--- config.mk ---
export PLATFORM = sky130hd
export DESIGN_NAME = fifo_scoreboard
export DESIGN_NICKNAME = d
export VERILOG_FILES = /design/src/rtl/fifo_chk_pkg.sv /design/src/rtl/fifo_model.sv /design/src/rtl/fifo_scoreboard.sv
export SDC_FILE = /design/constraint.sdc
export NUM_CORES = 1
export LEC_CHECK = 0
export ABC_AREA = 1
export CAP_MARGIN = 20
export CORE_MARGIN = 5
export CORE_UTILIZATION = 47
export DETAILED_ROUTE_END_ITERATION = 8
export PLACE_DENSITY = 0.69
export REMOVE_ABC_BUFFERS = 1
export SLEW_MARGIN = 20
export SYNTH_ARGS = -nofsm -noshare
export SYNTH_HDL_FRONTEND = slang
export SYNTH_SLANG_ARGS = --single-unit
--- constraint.sdc ---
create_clock -name clk -period 2.6 [get_ports clk]
set_input_delay 0.39 -clock clk [delete_from_list [all_inputs] [get_ports clk]]
set_output_delay 0.39 -clock clk [all_outputs]
set_load 0.005 [all_outputs]
--- src/rtl/fifo_chk_pkg.sv ---
// Shared constants for the FIFO scoreboard.
// oERR_CODE bit positions, one per checked FIFO output class.
package fifo_chk_pkg;
  localparam int ERR_W      = 5;
  localparam int ERR_FULL   = 0;
  localparam int ERR_EMPTY  = 1;
  localparam int ERR_DATA   = 2;
  localparam int ERR_AFULL  = 3;
  localparam int ERR_AEMPTY = 4;
endpackage

--- src/rtl/fifo_model.sv ---
// Shadow model of a first-word-fall-through FIFO.
// Tracks accepted writes and reads and produces the status and head data
// that a correct FIFO must show for the current (pre-edge) state.
// Ports:
//   clk, reset            clock, synchronous active-high reset
//   enq, deq, d           strobes and write data seen by the FIFO under test
//   level                 registered occupancy
//   exp_full/empty/afull/aempty, exp_head   expected FIFO outputs
module fifo_model
  import fifo_chk_pkg::*;
#(
  parameter int W  = 8,
  parameter int S  = 16,
  parameter int AF = 14,
  parameter int AE = 2
) (
  input  logic                   clk,
  input  logic                   reset,
  input  logic                   enq,
  input  logic                   deq,
  input  logic [W-1:0]           d,
  output logic [$clog2(S+1)-1:0] level,
  output logic                   exp_full,
  output logic                   exp_empty,
  output logic                   exp_afull,
  output logic                   exp_aempty,
  output logic [W-1:0]           exp_head
);

  localparam int LW = $clog2(S + 1);
  localparam int PW = (S > 1) ? $clog2(S) : 1;

  logic [W-1:0]  mem [S];
  logic [PW-1:0] wr_ptr;
  logic [PW-1:0] rd_ptr;
  logic          wr;
  logic          rd;

  // A full FIFO still accepts a write when a read frees a slot in the same
  // cycle; an empty FIFO never reads, even if a write arrives alongside.
  always_comb begin
    wr = enq && ((level < LW'(S)) || deq);
    rd = deq && (level != '0);
  end

  always_comb begin
    exp_full   = (level == LW'(S));
    exp_empty  = (level == '0);
    exp_afull  = (level >= LW'(AF));
    exp_aempty = (level <= LW'(AE));
    exp_head   = mem[rd_ptr];
  end

  // RAM is not cleared on reset; reads are only meaningful when non-empty.
  always_ff @(posedge clk) begin
    if (!reset && wr) begin
      mem[wr_ptr] <= d;
    end
  end

  always_ff @(posedge clk) begin
    if (reset) begin
      wr_ptr <= '0;
      rd_ptr <= '0;
      level  <= '0;
    end else begin
      if (wr) begin
        wr_ptr <= (wr_ptr == PW'(S - 1)) ? '0 : wr_ptr + PW'(1);
      end
      if (rd) begin
        rd_ptr <= (rd_ptr == PW'(S - 1)) ? '0 : rd_ptr + PW'(1);
      end
      case ({wr, rd})
        2'b10:   level <= level + LW'(1);
        2'b01:   level <= level - LW'(1);
        default: level <= level;
      endcase
    end
  end

endmodule

--- src/rtl/fifo_scoreboard.sv ---
// Parallel checker for a first-word-fall-through FIFO.
// Compares the FIFO's status and head data with a shadow model every cycle
// and records mismatches as sticky flags and saturating counters.
// Ports:
//   clk, reset                       clock, synchronous active-high reset
//   iEN                              checking enable (model always tracks)
//   iENQ, iDEQ, iD                   traffic presented to the FIFO
//   iFULL, iEMPTY, iAFULL, iAEMPTY, iQ   outputs of the FIFO under test
//   oERR                             sticky any-error flag
//   oERR_CODE                        sticky per-class error bits
//   oERR_CNT                         saturating count of error cycles
//   oFIRST_CYC                       cycle index of the first error
//   oLEVEL                           model occupancy (post-edge)
module fifo_scoreboard
  import fifo_chk_pkg::*;
#(
  parameter int W  = 8,
  parameter int S  = 16,
  parameter int AF = 14,
  parameter int AE = 2,
  parameter int CW = 16
) (
  input  logic                   clk,
  input  logic                   reset,
  input  logic                   iEN,
  input  logic                   iENQ,
  input  logic                   iDEQ,
  input  logic [W-1:0]           iD,
  input  logic                   iFULL,
  input  logic                   iEMPTY,
  input  logic                   iAFULL,
  input  logic                   iAEMPTY,
  input  logic [W-1:0]           iQ,
  output logic                   oERR,
  output logic [ERR_W-1:0]       oERR_CODE,
  output logic [CW-1:0]          oERR_CNT,
  output logic [CW-1:0]          oFIRST_CYC,
  output logic [$clog2(S+1)-1:0] oLEVEL
);

  logic             exp_full;
  logic             exp_empty;
  logic             exp_afull;
  logic             exp_aempty;
  logic [W-1:0]     exp_head;
  logic [ERR_W-1:0] mism;
  logic [CW-1:0]    cyc;

  fifo_model #(
    .W  (W),
    .S  (S),
    .AF (AF),
    .AE (AE)
  ) u_model (
    .clk        (clk),
    .reset      (reset),
    .enq        (iENQ),
    .deq        (iDEQ),
    .d          (iD),
    .level      (oLEVEL),
    .exp_full   (exp_full),
    .exp_empty  (exp_empty),
    .exp_afull  (exp_afull),
    .exp_aempty (exp_aempty),
    .exp_head   (exp_head)
  );

  // Head data is only defined while the model holds at least one entry.
  always_comb begin
    mism = '0;
    if (iEN) begin
      mism[ERR_FULL]   = (iFULL   != exp_full);
      mism[ERR_EMPTY]  = (iEMPTY  != exp_empty);
      mism[ERR_DATA]   = !exp_empty && (iQ != exp_head);
      mism[ERR_AFULL]  = (iAFULL  != exp_afull);
      mism[ERR_AEMPTY] = (iAEMPTY != exp_aempty);
    end
  end

  always_ff @(posedge clk) begin
    if (reset) begin
      cyc        <= '0;
      oERR       <= 1'b0;
      oERR_CODE  <= '0;
      oERR_CNT   <= '0;
      oFIRST_CYC <= '0;
    end else begin
      if (cyc != '1) begin
        cyc <= cyc + CW'(1);
      end
      if (mism != '0) begin
        oERR      <= 1'b1;
        oERR_CODE <= oERR_CODE | mism;
        if (oERR_CNT != '1) begin
          oERR_CNT <= oERR_CNT + CW'(1);
        end
        if (!oERR) begin
          oFIRST_CYC <= cyc;
        end
      end
    end
  end

endmodule

==> run summary, run 1 <==
most frequent logic cell in the layout: sky130_fd_sc_hd__nand2_1
share of synthesized cell area in full adder, half adder and majority cells: 1.76%
ratio of routed vias to standard cells: 5.03
DRC violation total after the first TritonRoute iteration: 495
Final Setup Violations: 0
post-detail-place hpwl: 13000 µm
floorplan row count: 50
tally of clock buffers in the finished layout: 17
placed instance count: 1324
multi-input logic cell count: 651
cell leakage power: 4.49 nW
outcome: completed
tap cell count: 234
post-synthesis average cell area: 8.80 µm²
total of fill cells in the finished design: 1628
width of the die: 148 µm
P per Cell Area: 812 nW/µm²
register area: 5270 µm²
clock sink total: 199
number of gates on the worst path with buffers counted: 15
H-tree level count: 4
met3 Use GR: 3.99%
RSZ-0062 raised after global routing: no
Die Y: 148 µm
met1 GRT Util: 25.7%
WL/cell: 14.6 µm
Yosys warnings: 0
Hold Vio Cnt, Final: 0
category of the worst setup path capture point: flop
Post-synth top cells: sky130_fd_sc_hd__nand2_1 (285), sky130_fd_sc_hd__edfxtp_1 (128), sky130_fd_sc_hd__inv_1 (126)
highest achievable clock rate: 422 MHz
Basic Gates by Area: 25.0%
area growth from synthesis to final layout: 19.4%
Clock power frac: 29.4%
Seq area share: 49.2%
Cells on Worst Hold Path: 2
Reg power frac: 42.5%
total negative slack: 0 ns
buffering overhead: 10.3%
XORs/XNORs by Area: 0.782%
worst-margin pin slew: 0.737 ns
number of clock buffers inserted by TritonCTS: 17
reg2reg start: u_model.level[2]
worst reg2reg path endpoint: u_model.level[4]
multi-input gate area in the final layout: 2990 µm²
Largest Pwr Group: sequential cells
cts hold-fix bufs: 0
stage delay of the slowest cell on the critical path: 0.33 ns
post-route core utilization: 57.0%
vias post-DR: 6827
cell taking the most area after synthesis: sky130_fd_sc_hd__edfxtp_1
Non-Clock Buffer Count: 113
power of the combinational group: 2.44 mW
via count of the first global-routing pass: 6445
Total Power: 8.69 mW
total length of routed met3 wires: 1060 µm
routability congestion estimate: 0.841
WS Path Type: flop to flop
[run 1: tightest hold or removal path, stage by stage (launching register included)]
cell and delay (ns):
sky130_fd_sc_hd__dfxtp_1 0.32, sky130_fd_sc_hd__inv_1 0.05, sky130_fd_sc_hd__a21oi_1 0.06
[run 1: worst max-delay path by stage]
| stage | startpoint | end | slack, ns |
|---|---|---|---|
| after floorplan | flop | oERR_CNT[0] | -1.57 |
| after global placement | u_model.level[2] | u_model.level[4] | 0.04 |
| after detailed placement | u_model.level[2] | u_model.level[4] | 0.02 |
| after CTS | u_model.level[2] | u_model.level[4] | 0.01 |
| after global routing | u_model.level[2] | u_model.level[4] | 0.002 |
| final | u_model.level[2] | u_model.level[4] | 0.23 |
Fig. 1: run 1, zoomed window
Window x 99 to 124, y 25 to 50 µm. Cells in grey, sequential cells in the stronger grey; small squares are vias.
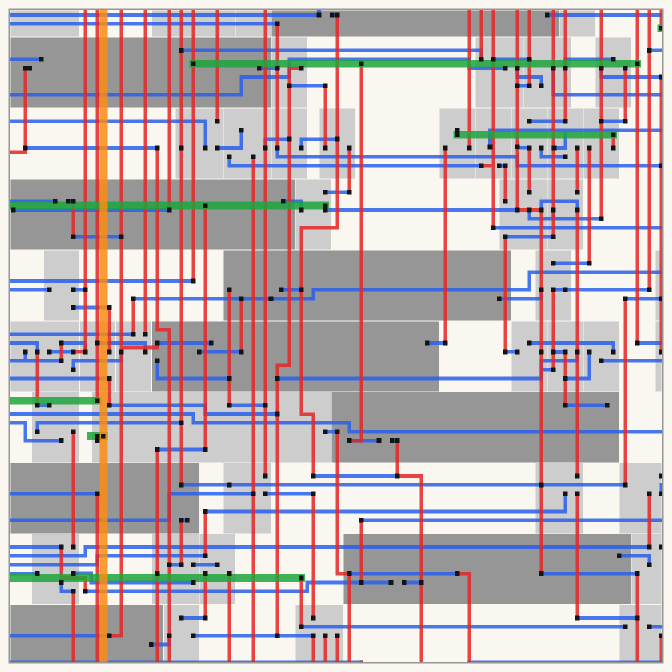
legend:
  orange:
    layer: M4
  green:
    layer: M3
  blue:
    layer: M1
  red:
    layer: M2
cells with their middle in the window: 44
netlist names of flops here include: `u_model.mem` (8)
most frequent: nand2_1 (17), nand3_1 (12), edfxtp_1 (8)
sequential cells in the window: 8

Fig. 2: run 1, supply network
The bar under the picture is 50 µm long. Pins as bars on the die edge. Tap cells in grey.
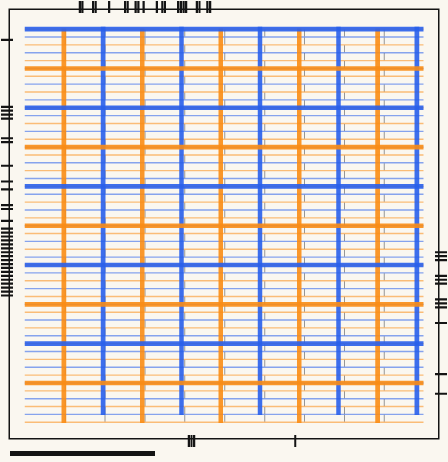
legend:
  blue:
    net: VDD
  orange:
    net: VSS
met1 rails: 51
met5 straps: 10

Fig. 3: run 1, signal wires on met4
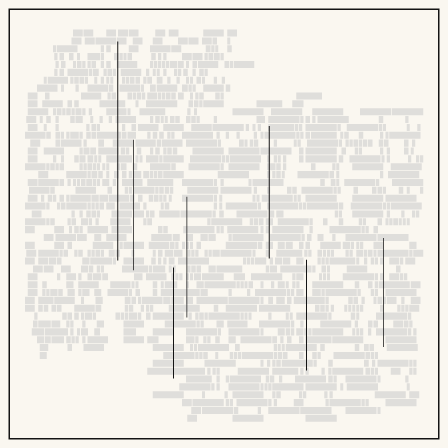
wire length on this layer: 321 µm
share of all routed wire: 1.6%
nets with wire on the layer: 4
main direction: vertical

==> run 1 -> run 2 <==
==> constraint.sdc (replaced) <==
create_clock -name clk -period 2.6 [get_ports clk]
set_input_delay 0.52 -clock clk [delete_from_list [all_inputs] [get_ports clk]]
set_output_delay 0.52 -clock clk [all_outputs]
set_load 0.005 [all_outputs]
Fig. 4: run 2, supply network
The bar under the picture is 50 µm long. Pins as bars on the die edge. Tap cells in grey.
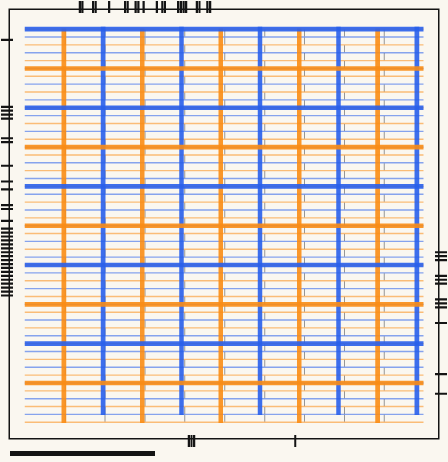
legend:
  blue:
    net: VDD
  orange:
    net: VSS
met1 rails: 51
met5 straps: 10
signal pins: 68
met4 straps: 10
rows: 50

==> run summary, run 2 <==
XORs/XNORs by Area: 0.782%
Total Power: 8.79 mW
total of fill cells in the finished design: 1638
post-route core utilization: 57.4%
cell taking the most area after synthesis: sky130_fd_sc_hd__edfxtp_1
Reg power frac: 41.9%
buffering overhead: 10.7%
tap cell count: 234
Post-synth top cells: sky130_fd_sc_hd__nand2_1 (285), sky130_fd_sc_hd__edfxtp_1 (128), sky130_fd_sc_hd__inv_1 (126)
Clock power frac: 29.1%
multi-input logic cell count: 651
critical path endpoint: oFIRST_CYC[1]
WL/cell: 14.9 µm
register area: 5270 µm²
multi-input gate area in the final layout: 2990 µm²
width of the die: 148 µm
Basic Gates by Area: 25.0%
cell leakage power: 4.52 nW
Yosys warnings: 0
RSZ-0062 raised after global routing: no
total negative slack: 0 ns
Hold Vio Cnt, Final: 0
Largest Pwr Group: sequential cells
H-tree level count: 4
ratio of routed vias to standard cells: 5.06
Cells on Worst Hold Path: 2
outcome: completed
worst-margin pin slew: 0.783 ns
vias post-DR: 6875
tally of clock buffers in the finished layout: 17
routability congestion estimate: 0.849
clock sink total: 199
cts hold-fix bufs: 0
category of the worst setup path capture point: flop
share of synthesized cell area in full adder, half adder and majority cells: 1.76%
via count of the first global-routing pass: 6543
Non-Clock Buffer Count: 117
number of clock buffers inserted by TritonCTS: 17
power of the combinational group: 2.55 mW
WS Path Type: flop to flop
placed instance count: 1326
## run 2: cell types whose count changed in the layout (fill, tap and decap cells not counted), moves of 3 or more
cell	change
sky130_fd_sc_hd__clkinvlp_4	+3
sky130_fd_sc_hd__clkinv_8	+3
sky130_fd_sc_hd__clkinv_4	-3
sky130_fd_sc_hd__buf_4	+3
## run 2: routing by layer
metal | track usage, % | up-vias | wire length (µm)
met4 | 5.91 | 0 | 289
met5 | 0 | - | 0
met3 | 3.50 | 21 | 1080
met2 | 29.3 | 169 | 9370
met1 | 26.9 | 3166 | 9560
li1 | - | 3519 | -
## run 2: worst max-delay path, delay by kind of cell (launching register included)
family | cells | cell delay [ns]
AOI/OAI and AO/OA | 1 | 0.16
DFF | 1 | 0.42
buffers and inverters | 3 | 0.46
and+or+nand+nor | 13 | 1.22
Power is estimated from default activity; no workload was simulated.
